class_map.png
Fill, decap, tap and diode cells in gray.
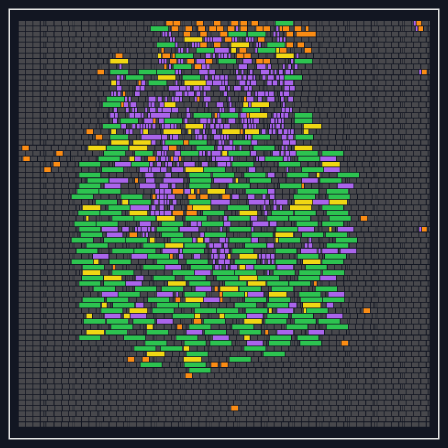
m3.png
The bar under the picture is 50 microns long.
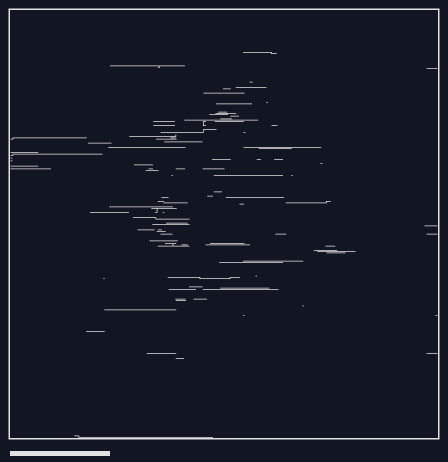
port_trees.png
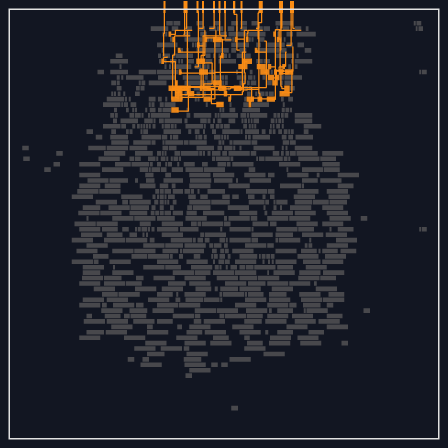
placed.png
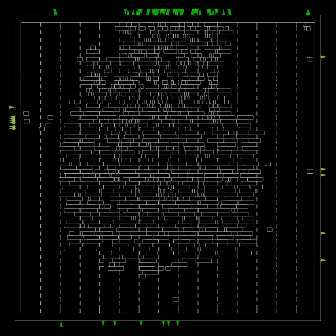
m2.png
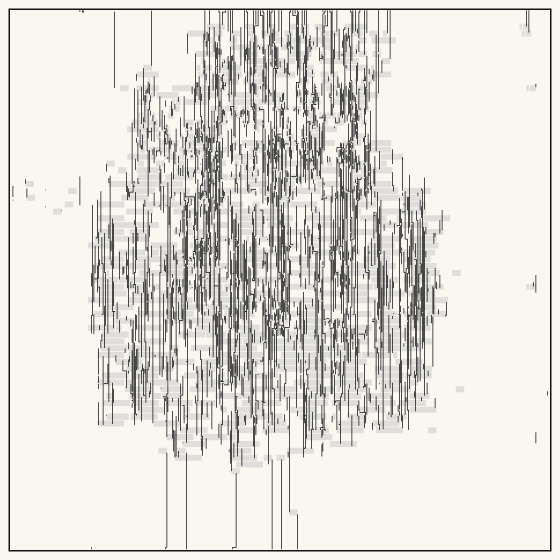
<file path="src/rtl/chip8_fetch_seq_if.sv">
// Sequencer-side bus: instruction memory port, execute handshake, status.
// master = sequencer, slave = memory/execute side.
interface chip8_fetch_seq_if;
    logic [15:0] pc;
    logic [15:0] ir;
    logic [7:0]  v0;
    logic        op_valid;
    logic        op_ready;
    logic [15:0] op;
    logic        ex_done;
    logic        ex_skip;
    logic        halted;
    logic [1:0]  fault;

    modport master (
        output pc, op_valid, op, halted, fault,
        input  ir, v0, op_ready, ex_done, ex_skip
    );

    modport slave (
        input  pc, op_valid, op, halted, fault,
        output ir, v0, op_ready, ex_done, ex_skip
    );
endinterface

</file>
<file path="src/rtl/chip8_fetch_seq.sv">
// CHIP-8 program sequencer: fetch, local control flow, execute handoff.
// Optional: SELF_LOOP_HALT_EN halts on a 1NNN that targets its own pc.
module chip8_fetch_seq #(
    parameter int          STACK_DEPTH = 16,
    parameter logic [11:0] LOAD_BASE   = 12'h200
) (
    input  logic clk,
    input  logic rst_n,
    chip8_fetch_seq_if.master bus
);
    localparam int AW  = $clog2(STACK_DEPTH);
    localparam int SPW = AW + 1;

    typedef enum logic [2:0] {
        FETCH, LOAD, DECODE, ISSUE, WAIT_EX, HALT
    } state_t;

    state_t         state;
    logic [11:0]    pc_q;
    logic [SPW-1:0] sp;
    logic [SPW-1:0] sp_dec;
    logic [11:0]    stack [STACK_DEPTH];

    logic        is_ret, is_jp, is_call, is_jpv0;
    logic [11:0] jp_tgt, ret_tgt;
    logic [12:0] bnnn_sum;
    logic [11:0] nxt_pc;
    logic [1:0]  nxt_fault;
    logic        issue;
    logic        loop_halt;
    logic        push;

    assign is_ret  = bus.ir == 16'h00EE;
    assign is_jp   = bus.ir[15:12] == 4'h1;
    assign is_call = bus.ir[15:12] == 4'h2;
    assign is_jpv0 = bus.ir[15:12] == 4'hB;

    assign sp_dec   = sp - SPW'(1);
    assign jp_tgt   = bus.ir[11:0] - LOAD_BASE;
    assign ret_tgt  = stack[sp_dec[AW-1:0]] + 12'd2;
    // 13-bit sum so NNN+V0 carries before the base is removed
    assign bnnn_sum = 13'(bus.ir[11:0]) + 13'(bus.v0)
                    - 13'(LOAD_BASE);

`ifdef SELF_LOOP_HALT_EN
    assign loop_halt = is_jp && (jp_tgt == pc_q);
`else
    assign loop_halt = 1'b0;
`endif

    always_comb begin
        nxt_pc    = pc_q;
        nxt_fault = 2'd0;
        issue     = 1'b0;
        unique case (1'b1)
            is_ret: begin
                if (sp == '0) nxt_fault = 2'd2;
                else          nxt_pc = ret_tgt;
            end
            is_jp: nxt_pc = jp_tgt;
            is_call: begin
                if (sp == SPW'(STACK_DEPTH)) nxt_fault = 2'd1;
                else                         nxt_pc = jp_tgt;
            end
            is_jpv0: nxt_pc = bnnn_sum[11:0];
            default: issue = 1'b1;
        endcase
        if (nxt_fault == 2'd0 && nxt_pc[0]) nxt_fault = 2'd3;
    end

    assign push = (state == DECODE) && is_call
               && (nxt_fault == 2'd0);

    always_ff @(posedge clk) begin
        if (push) stack[sp[AW-1:0]] <= pc_q;
    end

    always_ff @(posedge clk or negedge rst_n) begin
        if (!rst_n) begin
            state        <= FETCH;
            pc_q         <= '0;
            sp           <= '0;
            bus.op       <= '0;
            bus.op_valid <= 1'b0;
            bus.halted   <= 1'b0;
            bus.fault    <= 2'd0;
        end else begin
            unique case (state)
                FETCH: state <= LOAD;
                LOAD:  state <= DECODE;
                DECODE: begin
                    bus.op <= bus.ir;
                    if (issue) begin
                        bus.op_valid <= 1'b1;
                        state        <= ISSUE;
                    end else if (nxt_fault != 2'd0) begin
                        bus.fault  <= nxt_fault;
                        bus.halted <= 1'b1;
                        state      <= HALT;
                        if (nxt_fault == 2'd3) pc_q <= nxt_pc;
                    end else if (loop_halt) begin
                        bus.halted <= 1'b1;
                        state      <= HALT;
                    end else begin
                        pc_q  <= nxt_pc;
                        state <= FETCH;
                        if (is_ret)  sp <= sp_dec;
                        if (is_call) sp <= sp + SPW'(1);
                    end
                end
                ISSUE: begin
                    if (bus.op_ready) begin
                        bus.op_valid <= 1'b0;
                        state        <= WAIT_EX;
                    end
                end
                WAIT_EX: begin
                    if (bus.ex_done) begin
                        pc_q  <= pc_q + (bus.ex_skip ? 12'd4 : 12'd2);
                        state <= FETCH;
                    end
                end
                HALT: state <= HALT;
                default: state <= HALT;
            endcase
        end
    end

    assign bus.pc = {4'b0000, pc_q};
endmodule

</file>
<file path="src/flat_wrapper.sv">
// flat-port wrapper written by rule: the top's interface ports become plain ports
module chip8_fetch_seq_flat 
#(
    parameter int          STACK_DEPTH = 16,
    parameter logic [11:0] LOAD_BASE   = 12'h200
)
  (clk, rst_n, bus_pc, bus_op_valid, bus_op, bus_halted, bus_fault, bus_ir, bus_v0, bus_op_ready, bus_ex_done, bus_ex_skip);
  chip8_fetch_seq_if bus_i ();
  input  logic clk;
  input  logic rst_n;
  output wire logic [$bits(bus_i.pc)-1:0] bus_pc;
  output wire logic [$bits(bus_i.op_valid)-1:0] bus_op_valid;
  output wire logic [$bits(bus_i.op)-1:0] bus_op;
  output wire logic [$bits(bus_i.halted)-1:0] bus_halted;
  output wire logic [$bits(bus_i.fault)-1:0] bus_fault;
  input wire logic [$bits(bus_i.ir)-1:0] bus_ir;
  input wire logic [$bits(bus_i.v0)-1:0] bus_v0;
  input wire logic [$bits(bus_i.op_ready)-1:0] bus_op_ready;
  input wire logic [$bits(bus_i.ex_done)-1:0] bus_ex_done;
  input wire logic [$bits(bus_i.ex_skip)-1:0] bus_ex_skip;
  assign bus_pc = bus_i.pc;
  assign bus_op_valid = bus_i.op_valid;
  assign bus_op = bus_i.op;
  assign bus_halted = bus_i.halted;
  assign bus_fault = bus_i.fault;
  assign bus_i.ir = bus_ir;
  assign bus_i.v0 = bus_v0;
  assign bus_i.op_ready = bus_op_ready;
  assign bus_i.ex_done = bus_ex_done;
  assign bus_i.ex_skip = bus_ex_skip;
  chip8_fetch_seq #(.STACK_DEPTH(STACK_DEPTH), .LOAD_BASE(LOAD_BASE)) u_core (.clk(clk), .rst_n(rst_n), .bus(bus_i));
endmodule
</file>
<file path="config.mk">
export PLATFORM = sky130hd
export DESIGN_NAME = chip8_fetch_seq_flat
export DESIGN_NICKNAME = d
export VERILOG_FILES = /design/src/rtl/chip8_fetch_seq_if.sv /design/src/rtl/chip8_fetch_seq.sv /design/src/flat_wrapper.sv
export SDC_FILE = /design/constraint.sdc
export NUM_CORES = 1
export LEC_CHECK = 0
export CORE_MARGIN = 4
export CORE_UTILIZATION = 25
export CTS_CLUSTER_DIAMETER = 30
export DETAILED_ROUTE_END_ITERATION = 10
export GPL_ROUTABILITY_DRIVEN = 0
export GPL_TIMING_DRIVEN = 0
export SYNTH_ARGS = -nofsm -noshare
export SYNTH_HDL_FRONTEND = slang
export SYNTH_SLANG_ARGS = --single-unit
</file>
<file path="constraint.sdc">
create_clock -name clk -period 6.78 [get_ports clk]
set_input_delay 1.695 -clock clk [delete_from_list [all_inputs] [get_ports clk]]
set_output_delay 1.695 -clock clk [all_outputs]
set_load 0.01 [all_outputs]
</file>
==> results_dict.tcl <==
# yosys + openroad results
set metrics [dict create \
    run_status "finished clean" \
    maximum_fanout_along_the_worst_path 10 \
    largest_register_ffs 192 \
    chip_area_sq_um 46100 \
    totalWireLength_microns 27800 \
    cts.root.buffer_cell "sky130_fd_sc_hd__clkbuf_16" \
    cts-resized-gates 0 \
    vias_in_the_first_global_route 6909 \
    ys_warn_count 0 \
    cts_inserted_buffers 44 \
    die_height_microns 215 \
    critical_path.startpoint "u_core.sp[0]$_DFFE_PN0P_" \
    clkTransAtPathRegs_ns 0.05 \
    worstPathRequired_ns 7.02 \
    worstSetupPathType "reg -> reg" \
    postSynthRegisterBits 232 \
    top_layer "met4" \
    report.final.setup_viol 0 \
    largest_buffer_count_on_any_clock_path 3 \
    clockNetworkPower_mw 2.05 \
    worstSetupStartpointType "flip-flop" \
    worst-r2r-cell-count 14 \
    critical_path.max_stage_delay_ns 0.78 \
    wire_length_of_the_first_global_routing_pass_microns 41900 \
    dp_hpwl_microns 18800 \
    final-hold-violation-count 0 \
    final_max_slew_viol_count 0 \
    nets 897 \
    max_clock_freq_mhz 174 \
    synthesis.area_sq_um 10700 \
    synth.yosys.num_cells 732 \
    wl_met2_microns 13600 \
    std_cell_rows 75 \
    global_route.overflow_total 0 \
    number_of_logic_stages_on_the_critical_path_including_buffering 14 \
    routedLengthMet1_microns 12200 \
    portion_of_total_power_attributed_to_combinational_logic_pct 29.3 \
    hold_class "reg -> reg" \
    fill_cells 4079 \
    detail_route.vias_per_cell 4.75 \
    layout_setup_ws_ns 1.03 \
    detail_route.first_pass.iterations 5 \
    worst-path-buf-inv 6 \
    layout-drive-gt1-share_pct 19.7 \
    postSynthSeqShare_pct 63.3 \
    part_of_the_power_in_the_clock_network_pct 35.9 \
    pg_seq_mw 1.98 \
    arrival_ns 5.99 \
    netlist_top_cells_count "sky130_fd_sc_hd__edfxtp_1 (192), sky130_fd_sc_hd__nand2_1 (101), sky130_fd_sc_hd__mux4_2 (42), sky130_fd_sc_hd__dfrtp_1 (40), sky130_fd_sc_hd__nor2_1 (37)" \
    remaining_drc_errors 0 \
    hold_depth 2 \
    finalCriticalPeriod_ns 5.75 \
    buffer_ports.inserted 58 \
    synthToLayoutAreaGrowth_pct 26.6 \
    antenna_violating_nets_post_route 0 \
    setup.reg_to_reg.worst_slack_ns 1.03 \
    power_report.internal_total_mw 3.83 \
    power.net_switching_mw 1.88 \
    yosys.stat.chipArea_sq_um 10700 \
    detail_route.iter0.violations 510 \
    post_synth_num_cell_types 77 \
    netlist.top_cell.by_area "sky130_fd_sc_hd__edfxtp_1" \
    combinational_group_power_mw 1.67 \
    synthesized_instance_count 732 \
    synth-edff-count 192 \
    worst_path_dominant_cell_family "buffers and inverters" \
    preCtsSetupSlack_ns 0.710 \
    power.switching_fraction_pct 32.9 \
    syn_area_per_cell_sq_um 14.6 \
    critical_path.endpoint "u_core.stack[1][9]$_DFFE_PP_" \
    timing.critical_path.slowest_stage_cell "sky130_fd_sc_hd__nor3_2" \
    leakage_power_nw 4.89 \
    cts_num_sinks 232 \
    grt_setup_unrepaired "no" \
    worst_flop_to_flop_path_startpoint "u_core.sp[0]$_DFFE_PN0P_" \
    clkLatencyLatePin_ns 0.55 \
    timing.critical_path.cells "buf_6, buf_4, buf_2, clkinv_1, ha_1, xnor2_1, mux4_2, nand2_2, a41oi_4, nor4_1, buf_2, nand2_1, nor3_2, buf_6" \
    critical_path.endpoint_type "flip-flop" \
    min_from "u_core.bus.op[4]$_DFFE_PN0P_" \
    grt_antenna_before_repair 1 \
    postSynth.topFlopCell "sky130_fd_sc_hd__edfxtp_1" \
    timing.hold.worst_endpoint "u_core.bus.op[4]$_DFFE_PN0P_" \
    floorplan.io_pins 65 \
    met3_wirelength_microns 1340 \
    grt_util_all_layers_pct 11.7 \
]
Notes on class_map.png above:
Key: remaining logic cells = purple [cells 466]; remaining buffers and delay cells = orange [cells 104]; registers = green [cells 232]; clock drivers and dummy loads = yellow [cells 82]
post-layout instance area: 13500 sq um
share of the core filled with cells in the final layout: 32.1%

Notes on m3.png above:
The wires run mostly horizontal. The layer carries 1340 microns of wire. The longest straight run is 67.2 microns. 65 nets have wire on it. The layer holds 4.8% of the routed length.

Notes on port_trees.png above:
Key: bus_ir = orange [direction input, edge north, end cells 55, buffers 16, wire 1120 microns]

Notes on placed.png above:
Placeable Area: 42100 sq um
non-filler cells in the finished layout: 1423
register share of the cell area: 50.0%
num sequential: 232

Notes on m2.png above:
The layer holds 49% of the routed length. The wires run mostly vertical. The longest straight run is 65.6 microns. The layer carries 13600 microns of wire.
met2 Track Usage GR: 19.7%
routed vias: 6761

## layout make-up
class / count / area, sq um / share of cell area, %
sequential: 232 / 6770 / 50.0
multi-input combinational: 447 / 3680 / 27.2
clock buffer: 49 / 1120 / 8.28
timing repair buffer: 67 / 701 / 5.18
tap: 539 / 674 / 4.99
clock inverter: 33 / 305 / 2.26
buffer: 37 / 204 / 1.51
inverter: 19 / 71.3 / 0.527
## kinds of logic after synthesis
kind of cell,share of synthesized area [%]
AOI/OAI and AO/OA,7.78
xor gates and xnor gates,1.80
adders and majority gates,2.48
buffers and inverters,2.58
DFF,63.3
muxes,11.9
other,0.0351
and+or+nand+nor,10.1
## layer usage
metal,track usage (%),vias up
li1,-,3082
met1,15.5,3463
met2,19.7,174
met3,2.15,42
met4,3.54,0
met5,0,-
## cells in the final DEF (no fill, tap or decap), types with 23 or more instances in the layout
master,synthesis,routed
sky130_fd_sc_hd__nand2_1,101,101
sky130_fd_sc_hd__dfrtp_1,40,40
sky130_fd_sc_hd__a21oi_1,26,26
sky130_fd_sc_hd__nor2_1,37,34
sky130_fd_sc_hd__mux4_2,42,42
sky130_fd_sc_hd__clkdlybuf4s50_1,0,57
sky130_fd_sc_hd__edfxtp_1,192,192
sky130_fd_sc_hd__clkbuf_16,0,44
sky130_fd_sc_hd__o21ai_0,30,30
sky130_fd_sc_hd__clkbuf_1,18,23
## stage by stage
stage	setup TNS (ns)	hold WS, ns	power, mW	std cells
final	0	0.471	5.70	1423
after global routing	0	0.494	5.97	1423
after CTS	0	0.474	5.77	1423
after detailed placement	0	0.463	3.70	1341
after global placement	-11.88	0.466	3.68	1332
after floorplan	0	0.491	3.03	735
## tightest hold or removal path: cells and delay by family, from the launching register on
family | cells | cell delay, ns
DFF | 1 | 0.33
and+or+nand+nor | 2 | 0.10
No activity file was given, so power comes from the tool's default toggle rates.
